==> config.mk <==
export PLATFORM = sky130hd
export DESIGN_NAME = pipe_stage_skid
export DESIGN_NICKNAME = d
export VERILOG_FILES = /design/src/rtl/pipe_stage_skid.sv
export SDC_FILE = /design/constraint.sdc
export NUM_CORES = 1
export LEC_CHECK = 0
export ABC_AREA = 1
export CAP_MARGIN = 0
export CORE_MARGIN = 10
export CORE_UTILIZATION = 30
export CTS_CLUSTER_DIAMETER = 100
export DETAILED_ROUTE_END_ITERATION = 6
export SLEW_MARGIN = 25
export SYNTH_ARGS = -nofsm -noshare
export SYNTH_HDL_FRONTEND = slang
export SYNTH_SLANG_ARGS = --single-unit
==> constraint.sdc <==
create_clock -name clk -period 1.8 [get_ports clk]
set_input_delay 0.36 -clock clk [delete_from_list [all_inputs] [get_ports clk]]
set_output_delay 0.36 -clock clk [all_outputs]
set_load 0.1 [all_outputs]
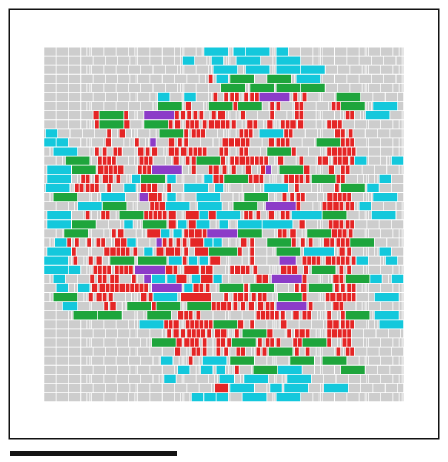
Fig. 1. Cells colored by class.
The bar under the picture is 50 µm long. Fill, decap, tap and diode cells in gray.
cyan -> remaining buffers and delay cells  # cells 110, share of their area 30%
purple -> clock drivers and dummy loads  # cells 15, share of their area 5.1%
red -> remaining logic cells  # cells 485, share of their area 39%
green -> registers  # cells 67, share of their area 26%
flop share of the area: 24.9%
Core Util, Final: 47.4%
Row Count: 39
final instance area: 0.00541 mm²
core box area: 0.0114 mm²

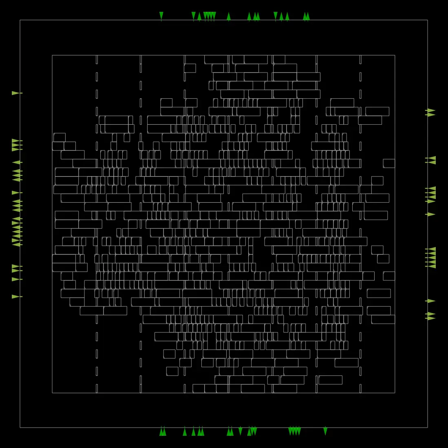
Fig. 2. Cell outlines without signal wires.
seq_cells: 67
Tapcell Cnt: 143
Cell Count, Final, Fillers Out: 820
fillers: 1137

==> impl_metrics.ini <==
; implementation run metrics
[final_timing]
fin_worst_hold_slack_ps = 514
final.setup.worst_slack_ps = 38.3
final_max_slew_viol_count = 0
max_freq_mhz = 568
slew_headroom_pct = 79.9
fin_crit_ps = 1760
finalClockPeriodUsage_pct = 97.9
hold_viol_final = 0
finClkSkew_ps = 3.91
final-setup-viol-count = 0
fin_setup_tns_ps = 0
worst_slew_pin_slew_ps = 302

[yosys]
syn_nets = 629
yosys_area_mm2 = 0.00350
ys_seq_share_pct = 38.3
syn_inst = 590
yosysWarnings = 0
synthesis.area_mm2 = 0.00350
synth_area_per_cell_um2 = 5.93
yosysUniqueCellTypes = 17
ys_ff = 67
yosys-stat-cells = 590

[floorplanning]
initCoreUtil_pct = 30.7
die_height_um = 128
pin_count = 73
die-area_mm2 = 0.0164
chipWidth_um = 128

[worst_setup_path]
cp-end-kind = flop
worstPathMaxFanout = 12
max_stage_delay_ps = 470
cp.arrival_ps = 1990
critical_path_class = primary input to flop
crit_slowest_cell = clkdlybuf4s50_1
r2r_cells = 12
cp_cell_sequence = clkdlybuf4s50_1 -> nand2_2 -> inv_1 -> ha_4 -> nor2_2 -> o21ai_2 -> nand2_2 -> clkinv_4 -> clkbuf_16 -> nor2_1 -> nor2_1
r2r_slack_ps = 50
start_kind = primary input
required_ps = 2030

[grt]
grt-ovfl-total = 0
grt_pass1_vias = 3670
grt_usage_pct = 13.4
grt_antenna_before_repair = 0
grt_pass1_wl_um = 18000
grt_max_degree = 35

[clock_network]
cts_tree = yes
ctsHtreeMaxLevel = 3
holdBufCountCts = 0
path_clk_slew_ps = 60
clk_latency_ps = 330
numCtsBuffers = 9
cts_buffer_depth = 2
root_buffer = clkbuf_16
clock_sinks = 67

[pwr]
power_switching_w = 0.00148
clockPowerShare_pct = 35.9
vdd.ir_drop.worst_uv = 376
powerDensity_mw_per_mm2 = 827
seqPwrFrac_pct = 35.7
internal_power_w = 0.00300
power_w = 0.00448
p_comb_share_pct = 28.4
power.leakage_nw = 2.51
sw_frac_of_total_pct = 33.0

[finish]
n_antenna_cell = 0
seq_area_mm2 = 0.00135
area.combinational_mm2 = 0.00189
areaGrowthSynthToFinish_pct = 54.6
final_nets = 712
drive_gt1_share_pct = 16.4

[run]
maxCapViolCount = 0
warnings = 28

[routing]
avgRoutedWirePerCell_um = 13.8
wirelength_um = 11300
wl_met2_um = 5330
vias_per_cell = 4.68
wl_met3_um = 783
top_layer_used = met4
drt_first_pass_iters = 4
wl_met1_um = 5070
first_iter_violations = 298
detail-route-antenna-nets = 0
drc = 0
via_count = 3838

[status]
status = finished, final reports clean

[placement]
dp_hpwl_um = 7720
preCtsSetupSlack_ps = -354
gp_congestion = 0.794
portBuffers = 72

[min_path]
hold_path.class = flop to flop
hold_depth = 2
[critical path: cells and delay by family]
family                   cells  cell delay, ps
adder cells (fa/ha/maj)      1             200
AND-OR/OR-AND                1             100
buffers and inverters        4             830
AND/OR/NAND/NOR              5             500
[layout make-up]
class	count	area share, %
Clock buffer	10	4.41
Clock inverter	5	0.532
Inverter	42	3.10
Multi-Input combinational cell	443	34.9
Sequential cell	67	24.9
Tap cell	143	3.30
Timing Repair Buffer	110	28.8
[synthesized netlist by cell type]
| master | count | share of area (%) |
|---|---|---|
| o21ai_0 | 34 | 4.9 |
| buf_2 | 14 | 2.0 |
| nand3_1 | 34 | 4.9 |
| inv_2 | 3 | 0.32 |
| nand2_2 | 2 | 0.36 |
| nor2_1 | 195 | 21 |
| inv_1 | 39 | 4.2 |
| nand2_1 | 138 | 15 |
| ha_1 | 2 | 0.71 |
| dfxtp_1 | 67 | 38 |
| nand3b_1 | 1 | 0.21 |
| buf_4 | 3 | 0.64 |
| o21ai_2 | 1 | 0.25 |
| a21oi_1 | 32 | 4.6 |
| nor2_2 | 3 | 0.54 |
| clkbuf_1 | 21 | 2.3 |
| nor3b_1 | 1 | 0.21 |
[per-stage QoR]
step | instances | area [µm²]
floorplan | 590 | 3530
global placement | 800 | 4990
detailed placement | 800 | 4990
CTS | 815 | 5280
global route | 820 | 5410
finish | 820 | 5410
[cells in the final DEF, fill, tap and decap left out, types with 4 or more instances in the layout]
| cell type | netlist | routed |
|---|---|---|
| a21oi_1 | 32 | 32 |
| buf_12 | 0 | 46 |
| buf_4 | 3 | 22 |
| clkbuf_16 | 0 | 12 |
| clkdlybuf4s50_1 | 0 | 34 |
| dfxtp_1 | 67 | 65 |
| inv_1 | 39 | 37 |
| nand2_1 | 138 | 135 |
| nand2_2 | 2 | 4 |
| nand3_1 | 34 | 33 |
| nor2_1 | 195 | 191 |
| nor2_4 | 0 | 4 |
| o21ai_0 | 34 | 33 |
[logic make-up (layout without fill, tap and decap cells)]
family | count (synthesis) | count (layout) | share of synthesized area [%]
buf+inv | 80 | 167 | 9.40
fa+ha+maj | 2 | 2 | 0.715
flops | 67 | 67 | 38.3
simple gates | 374 | 374 | 41.9
compound gates | 67 | 67 | 9.69
[metal layers]
| layer | GRT usage [%] | vias to the layer above |
|---|---|---|
| li1 | - | 1976 |
| met1 | 16.3 | 1749 |
| met2 | 21.8 | 103 |
| met3 | 4.14 | 10 |
| met4 | 5.10 | 0 |
| met5 | 0 | - |
[power groups by stage]
stage / sequential (W) / clock [W] / combinational, W
floorplan: 0.00191 / 0 / 0.000438
global placement: 0.00163 / 0 / 0.00120
detailed placement: 0.00163 / 0 / 0.00121
CTS: 0.00160 / 0.00164 / 0.00122
global route: 0.00161 / 0.00171 / 0.00136
finish: 0.00160 / 0.00161 / 0.00127
[repair_timing]
item / CTS / global route
endpoints found under the setup margin: 29 / 61
gates cloned: 0 / 3
resized: 4 / 16
buffers inserted: 0 / 3
pin swaps: 0 / 2
